$ cat src/rtl/rv_ctrl_pkg.sv
// Shared encodings for the multi-cycle RV32I control FSM: states, opcodes,
// ALU/extender codes and datapath mux selects.
package rv_ctrl_pkg;

   typedef enum logic [4:0] {
      S_IDLE, S_FETCH, S_DECODE, S_MEMADR, S_MEMREAD, S_MEMWB, S_MEMWRITE,
      S_EXECR, S_EXECI, S_ALUWB, S_BRANCH, S_JAL, S_JALR, S_JLINK,
      S_LUI, S_AUIPC, S_ILLEGAL, S_TRAP
   } state_t;

   typedef enum logic [1:0] {
      ALUOP_ADD   = 2'b00,
      ALUOP_SUB   = 2'b01,
      ALUOP_FUNCT = 2'b10
   } alu_op_t;

   localparam logic [6:0] OP_LOAD   = 7'b0000011;
   localparam logic [6:0] OP_STORE  = 7'b0100011;
   localparam logic [6:0] OP_RTYPE  = 7'b0110011;
   localparam logic [6:0] OP_ITYPE  = 7'b0010011;
   localparam logic [6:0] OP_BRANCH = 7'b1100011;
   localparam logic [6:0] OP_JAL    = 7'b1101111;
   localparam logic [6:0] OP_JALR   = 7'b1100111;
   localparam logic [6:0] OP_LUI    = 7'b0110111;
   localparam logic [6:0] OP_AUIPC  = 7'b0010111;

   localparam logic [3:0] ALU_ADD  = 4'd0;
   localparam logic [3:0] ALU_SUB  = 4'd1;
   localparam logic [3:0] ALU_AND  = 4'd2;
   localparam logic [3:0] ALU_OR   = 4'd3;
   localparam logic [3:0] ALU_XOR  = 4'd4;
   localparam logic [3:0] ALU_SLT  = 4'd5;
   localparam logic [3:0] ALU_SLTU = 4'd6;
   localparam logic [3:0] ALU_SLL  = 4'd7;
   localparam logic [3:0] ALU_SRL  = 4'd8;
   localparam logic [3:0] ALU_SRA  = 4'd9;

   localparam logic [2:0] EXT_I = 3'b000;
   localparam logic [2:0] EXT_S = 3'b001;
   localparam logic [2:0] EXT_B = 3'b010;
   localparam logic [2:0] EXT_U = 3'b011;
   localparam logic [2:0] EXT_J = 3'b100;

   localparam logic [1:0] SRCA_PC    = 2'b00;
   localparam logic [1:0] SRCA_OLDPC = 2'b01;
   localparam logic [1:0] SRCA_RS1   = 2'b10;
   localparam logic [1:0] SRCA_ZERO  = 2'b11;

   localparam logic [1:0] SRCB_RS2  = 2'b00;
   localparam logic [1:0] SRCB_IMM  = 2'b01;
   localparam logic [1:0] SRCB_FOUR = 2'b10;

   localparam logic [1:0] RES_ALUOUT = 2'b00;
   localparam logic [1:0] RES_MEM    = 2'b01;
   localparam logic [1:0] RES_ALU    = 2'b10;

endpackage

$ cat src/rtl/rv_alu_dec.sv
// ALU function decoder: maps the FSM's coarse alu_op plus funct fields to alu_ctrl.
module rv_alu_dec
   import rv_ctrl_pkg::*;
(
   input  alu_op_t    alu_op_i,
   input  logic [2:0] funct3_i,
   input  logic       funct7b5_i,
   input  logic       is_rtype_i,
   output logic [3:0] alu_ctrl_o
);

   // funct7b5 selects SUB only for register ops; for immediates it is imm[10]
   always_comb begin
      alu_ctrl_o = ALU_ADD;
      case (alu_op_i)
         ALUOP_ADD: alu_ctrl_o = ALU_ADD;
         ALUOP_SUB: alu_ctrl_o = ALU_SUB;
         ALUOP_FUNCT: begin
            case (funct3_i)
               3'b000: begin
                  if (is_rtype_i && funct7b5_i) alu_ctrl_o = ALU_SUB;
                  else                          alu_ctrl_o = ALU_ADD;
               end
               3'b001: alu_ctrl_o = ALU_SLL;
               3'b010: alu_ctrl_o = ALU_SLT;
               3'b011: alu_ctrl_o = ALU_SLTU;
               3'b100: alu_ctrl_o = ALU_XOR;
               3'b101: begin
                  if (funct7b5_i) alu_ctrl_o = ALU_SRA;
                  else            alu_ctrl_o = ALU_SRL;
               end
               3'b110: alu_ctrl_o = ALU_OR;
               3'b111: alu_ctrl_o = ALU_AND;
               default: alu_ctrl_o = ALU_ADD;
            endcase
         end
         default: alu_ctrl_o = ALU_ADD;
      endcase
   end

endmodule

$ cat src/rtl/rv_multicycle_ctrl.sv
// Main control FSM of the multi-cycle RV32I core. Define RV_CTRL_ILLEGAL_TRAP_EN
// to make illegal opcodes halt in a sticky TRAP state instead of acting as NOPs.
module rv_multicycle_ctrl
   import rv_ctrl_pkg::*;
(
   input  logic       clk,
   input  logic       rst_n,
   input  logic [6:0] opcode,
   input  logic [2:0] funct3,
   input  logic       funct7b5,
   input  logic       zero,
   input  logic       mem_ready,
   output logic       mem_req,
   output logic       mem_write,
   output logic       adr_src,
   output logic       ir_write,
   output logic       pc_write,
   output logic       reg_write,
   output logic [1:0] alu_src_a,
   output logic [1:0] alu_src_b,
   output logic [1:0] result_src,
   output logic [3:0] alu_ctrl,
   output logic [2:0] extend_ctrl,
   output logic       trap
);

   state_t  state_q, state_d;
   alu_op_t alu_op_s;

   // State register; IDLE decodes to all-zero outputs so reset silences the bus at once
   always_ff @(posedge clk or negedge rst_n) begin
      if (!rst_n) state_q <= S_IDLE;
      else        state_q <= state_d;
   end

   // Next-state and state-decoded datapath controls
   always_comb begin
      state_d     = state_q;
      mem_req     = 1'b0;
      mem_write   = 1'b0;
      adr_src     = 1'b0;
      ir_write    = 1'b0;
      pc_write    = 1'b0;
      reg_write   = 1'b0;
      alu_src_a   = SRCA_PC;
      alu_src_b   = SRCB_RS2;
      result_src  = RES_ALUOUT;
      alu_op_s    = ALUOP_ADD;
      extend_ctrl = EXT_I;
      trap        = 1'b0;
      case (state_q)
         S_IDLE: state_d = S_FETCH;
         S_FETCH: begin
            mem_req    = 1'b1;
            alu_src_b  = SRCB_FOUR;
            result_src = RES_ALU;
            ir_write   = mem_ready;
            pc_write   = mem_ready;
            if (mem_ready) state_d = S_DECODE;
            else           state_d = S_FETCH;
         end
         S_DECODE: begin
            alu_src_a = SRCA_OLDPC;
            alu_src_b = SRCB_IMM;
            if (opcode == OP_JAL) extend_ctrl = EXT_J;
            else                  extend_ctrl = EXT_B;
            case (opcode)
               OP_LOAD, OP_STORE: state_d = S_MEMADR;
               OP_RTYPE:          state_d = S_EXECR;
               OP_ITYPE:          state_d = S_EXECI;
               OP_BRANCH:         state_d = S_BRANCH;
               OP_JAL:            state_d = S_JAL;
               OP_JALR:           state_d = S_JALR;
               OP_LUI:            state_d = S_LUI;
               OP_AUIPC:          state_d = S_AUIPC;
               default:           state_d = S_ILLEGAL;
            endcase
         end
         S_MEMADR: begin
            alu_src_a = SRCA_RS1;
            alu_src_b = SRCB_IMM;
            if (opcode == OP_STORE) begin
               extend_ctrl = EXT_S;
               state_d     = S_MEMWRITE;
            end else begin
               extend_ctrl = EXT_I;
               state_d     = S_MEMREAD;
            end
         end
         S_MEMREAD: begin
            mem_req = 1'b1;
            adr_src = 1'b1;
            if (mem_ready) state_d = S_MEMWB;
            else           state_d = S_MEMREAD;
         end
         S_MEMWB: begin
            result_src = RES_MEM;
            reg_write  = 1'b1;
            state_d    = S_FETCH;
         end
         S_MEMWRITE: begin
            mem_req   = 1'b1;
            mem_write = 1'b1;
            adr_src   = 1'b1;
            if (mem_ready) state_d = S_FETCH;
            else           state_d = S_MEMWRITE;
         end
         S_EXECR: begin
            alu_src_a = SRCA_RS1;
            alu_op_s  = ALUOP_FUNCT;
            state_d   = S_ALUWB;
         end
         S_EXECI: begin
            alu_src_a = SRCA_RS1;
            alu_src_b = SRCB_IMM;
            alu_op_s  = ALUOP_FUNCT;
            state_d   = S_ALUWB;
         end
         S_ALUWB: begin
            reg_write = 1'b1;
            state_d   = S_FETCH;
         end
         S_BRANCH: begin
            // BEQ/BNE only; other funct3 values fall through as not-taken
            alu_src_a = SRCA_RS1;
            alu_op_s  = ALUOP_SUB;
            if (funct3[2:1] == 2'b00) pc_write = zero ^ funct3[0];
            else                      pc_write = 1'b0;
            state_d   = S_FETCH;
         end
         S_JAL: begin
            alu_src_a = SRCA_OLDPC;
            alu_src_b = SRCB_FOUR;
            pc_write  = 1'b1;
            state_d   = S_ALUWB;
         end
         S_JALR: begin
            alu_src_a  = SRCA_RS1;
            alu_src_b  = SRCB_IMM;
            result_src = RES_ALU;
            pc_write   = 1'b1;
            state_d    = S_JLINK;
         end
         S_JLINK: begin
            alu_src_a = SRCA_OLDPC;
            alu_src_b = SRCB_FOUR;
            state_d   = S_ALUWB;
         end
         S_LUI: begin
            alu_src_a   = SRCA_ZERO;
            alu_src_b   = SRCB_IMM;
            extend_ctrl = EXT_U;
            state_d     = S_ALUWB;
         end
         S_AUIPC: begin
            alu_src_a   = SRCA_OLDPC;
            alu_src_b   = SRCB_IMM;
            extend_ctrl = EXT_U;
            state_d     = S_ALUWB;
         end
`ifdef RV_CTRL_ILLEGAL_TRAP_EN
         S_ILLEGAL: state_d = S_TRAP;
         S_TRAP: begin
            trap    = 1'b1;
            state_d = S_TRAP;
         end
`else
         S_ILLEGAL: state_d = S_FETCH;
`endif
         default: state_d = S_IDLE;
      endcase
   end

   rv_alu_dec u_alu_dec (
      .alu_op_i   (alu_op_s),
      .funct3_i   (funct3),
      .funct7b5_i (funct7b5),
      .is_rtype_i (opcode == OP_RTYPE),
      .alu_ctrl_o (alu_ctrl)
   );

endmodule

$ cat config.mk
export PLATFORM = sky130hd
export DESIGN_NAME = rv_multicycle_ctrl
export DESIGN_NICKNAME = d
export VERILOG_FILES = /design/src/rtl/rv_ctrl_pkg.sv /design/src/rtl/rv_alu_dec.sv /design/src/rtl/rv_multicycle_ctrl.sv
export SDC_FILE = /design/constraint.sdc
export NUM_CORES = 1
export LEC_CHECK = 0
export ABC_AREA = 1
export CORE_MARGIN = 10
export CORE_UTILIZATION = 47
export CTS_BUF_LIST = sky130_fd_sc_hd__clkbuf_4
export DETAILED_ROUTE_END_ITERATION = 8
export MAX_ROUTING_LAYER = met4
export PLACE_DENSITY = 0.93
export SLEW_MARGIN = 30
export SYNTH_ARGS = -nofsm -noshare
export SYNTH_HDL_FRONTEND = slang
export SYNTH_SLANG_ARGS = --single-unit
export TNS_END_PERCENT = 1
$ cat constraint.sdc
create_clock -name clk -period 4.79 [get_ports clk]
set_clock_uncertainty 0.1 [all_clocks]
set_input_delay 0.958 -clock clk [delete_from_list [all_inputs] [get_ports clk]]
set_output_delay 0.958 -clock clk [all_outputs]
set_load 0.05 [all_outputs]
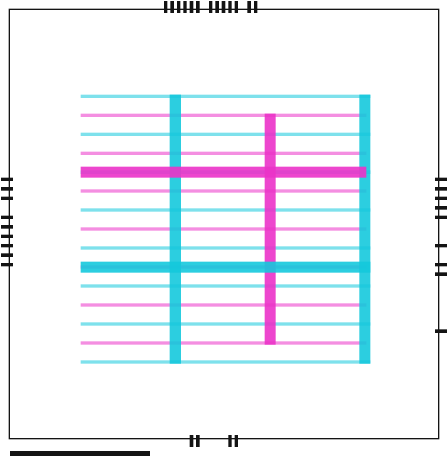
**Above:** PDN straps and rails.
Scale bar: 20 microns. Pins as bars on the die edge.
Key: VDD = magenta; VSS = cyan
3 straps on met4. 15 met1 rails follow the rows. 2 straps on met5.
die width: 61.3 microns
VDD IR max: 0.289 mV
Die H: 61.3 microns
core box area: 1560 sq um

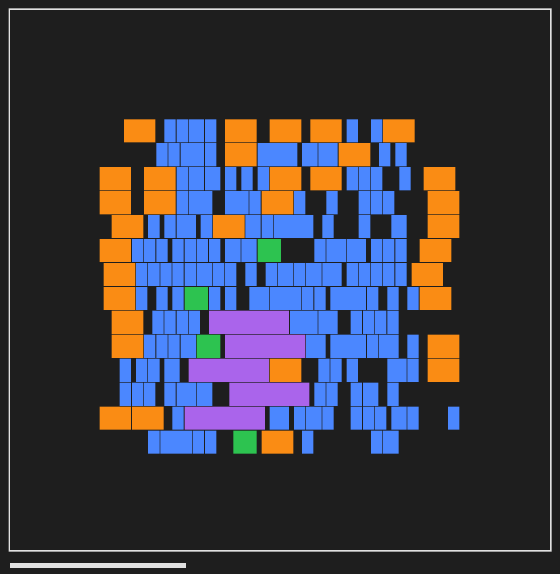
**Above:** placement by cell class.
Scale bar: 20 microns.
Key: other buffers and delay cells = orange [cells 33]; flip-flops = purple [cells 5]; clock drivers and dummy loads = green [cells 4]; all other logic = blue [cells 148]
fin area: 1170 sq um
row cnt: 14
fin util: 75.4%

==> results.toml <==
# physical design summary
[clocking]
cts_buffers = 3
cts.path.max_buffers = 2
path_clk_slew_ns = 0.05
holdBufCountCts = 0
clock_sinks = 5
cts_tree = "done"
post_cts_buffers = 0
cts_root_buf = "clkbuf_4"
cts-htree-levels = 1
cts.repair.resized = 0

[synth]
area_leaders = "nand2_1 25%, dfrtp_1 16%, nor2_1 12%, inv_1 11%, nand3_1 6.2%"
syn_avg_cell_area_sq_um = 5.21
synth_cells = 154
top_area_share_pct = 24.8
async_flop_share_pct = 100
ys_cells = 154
netlist_area_sq_um = 802
synth_cell_types = 23
synthTopCellsByCount = "53 x nand2_1, 26 x nor2_1, 24 x inv_1, 10 x nand3_1"
fp_nets = 171
top_area_cell = "nand2_1"
ys.flops = 5
yosys_warnings = 0
yosys_area_sq_um = 802
synth.most_common_cell = "nand2_1"
yosysSeqAreaShare_pct = 15.6
edf_count = 0
ys.flop_type = "dfrtp_1"

[worst_setup_path]
r2r_slack_ns = 3.36
reg2reg_depth = 7
critPathLaunchType = "input port"
rr_endpoint = "state_q[1]"
arrival_ns = 2.94
crit_type = "in -> out"
worstPathRequired_ns = 3.73
critPathLaunch = "opcode[5]"
crit_path_end_kind = "primary output"
r2r-start = "state_q[0]"
crit_path_max_fanout = 5
crit_end = "extend_ctrl[2]"

[final_timing]
worst_slack_ns = 0.794
timing.fmax_ghz = 0.250
worst_slew_pin_slew_ns = 0.517
min_period_ns = 4.00
maxSlewViolCount = 0
whs_ns = 0.672
slew_headroom_pct = 65.4
rsz0062_at_grt = "no"
setup_violations = 0
post-route-period-util_pct = 83.4
setup-tns-final_ns = 0
hold_viol = 0

[placed_design]
placed_cells = 202
pre_cts_slack_ns = 0.827
dp_hpwl_microns = 2220
place_area_sq_um = 1140
portBuffers = 33
place.gp.congestion = 0.907

[detailed_routing]
routed_via_density = 5.15
firstDrtPassIters = 4
drc = 0
initialDrtViolationCount = 64
drt.antenna.violating_nets = 0

[power_and_ir_drop]
power_density_nw_per_um2 = 542
total_power_uw = 637
power.static_leakage_nw = 0.650

[floorplanning]
fp_util_pct = 51.4
die_area_sq_um = 3760
ios = 35

[run]
tool_warnings = 27
drv_cap = 0

[global_routing]
grt_pass1_wl_microns = 4350
overflow = 0
grt_pass1_vias = 985
track_usage_pct = 15.5
grt_max_degree = 7
antenna_found_initial = 0

[layout]
n_fill_cell = 135
instances_no_fill = 206
drive_gt1_share_pct = 9.47
nets = 208
largest_reg_flops = 5
area_delta_synth_final_pct = 46.5
combGateArea_sq_um = 564
top_regs = "state_q (5)"
diodes = 0
regMostFlops = "state_q"
seqCellArea_sq_um = 125

[hold_path]
holdPathEnd = "state_q[0]"
hold_class = "reg -> reg"
hold_depth = 4
hp-start = "state_q[0]"

[status]
status = "finished clean"
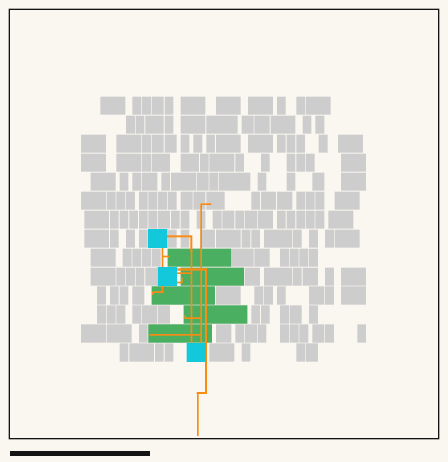
**Above:** clock wires, drivers and flops.
Scale bar: 20 microns.
Key: clock wires = orange [length 103 microns]; flip-flops = green [count 5]; cells driving clock nets = cyan [count 3]
There are 4 routed clock nets.
power in the clock group: 55.6 uW
clk_lat worst skew: 0.25 ns

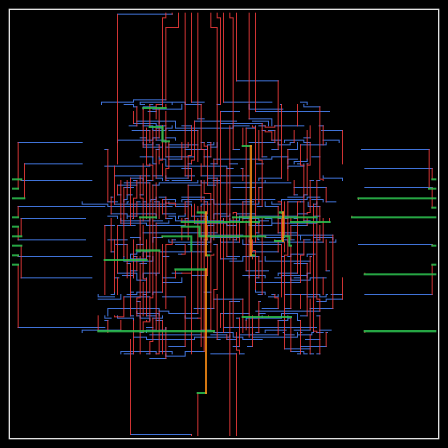
**Above:** routed metal, one color a layer.
Key: met2 = red [wire length 1360 microns]; met1 = blue [wire length 1110 microns]; met4 = orange [wire length 43.5 microns]; met3 = green [wire length 157 microns]
final WL: 2670 microns
via count: 1061
drt wl/cell: 13.0 microns

## cell usage in the layout (no fill, tap or decap), types with 2 or more instances in the layout
| cell type | n |
|---|---|
| inv_1 | 24 |
| dfrtp_1 | 5 |
| nor2_1 | 26 |
| nor3_2 | 2 |
| o21ai_0 | 5 |
| clkdlybuf4s50_1 | 33 |
| nor3_1 | 2 |
| inv_2 | 4 |
| nand4_1 | 5 |
| nand3_1 | 10 |
| nor2_2 | 4 |
| nand2_2 | 2 |
| clkbuf_4 | 4 |
| nand2_1 | 53 |
| ha_1 | 2 |
## power by group
group          switching [mW]  internal (mW)  total [mW]
Clock                  0.0184         0.0372      0.0556
Combinational           0.348          0.156       0.504
Sequential             0.0196         0.0577      0.0773
## critical path: stages
cell and delay, ns:
clkdlybuf4s50_1 0.54, nand2_1 0.11, nor2_1 0.19, nand2_1 0.18
nor2_1 0.14, clkdlybuf4s50_1 0.82
## layer usage
metal / vias up / global-route usage, % / share of wire (%)
li1: 546 / - / -
met2: 56 / 26.5 / 51
met1: 451 / 17.4 / 42
met5: - / - / 0
met3: 8 / 2.06 / 5.9
met4: 0 / 6.84 / 1.6
## cell type report
type | count | area share [%]
inverters | 28 | 8.95
well taps | 16 | 1.70
repair buffers | 33 | 28.1
multi-input cells | 120 | 48.0
clock buffers | 4 | 2.56
flip-flops and latches | 5 | 10.6
## logic make-up (layout without fill, tap and decap cells)
kind of cell / Yosys count / count (layout) / share of synthesized area [%]
and+or+nand+nor: 107 / 107 / 59.3
buffers and inverters: 29 / 65 / 14.0
AOI/OAI and AO/OA: 9 / 9 / 6.40
DFF: 5 / 5 / 15.6
adders and majority gates: 2 / 2 / 3.12
other: 1 / 1 / 0.468
xor gates and xnor gates: 1 / 1 / 1.09
Power is estimated from default activity; no workload was simulated.
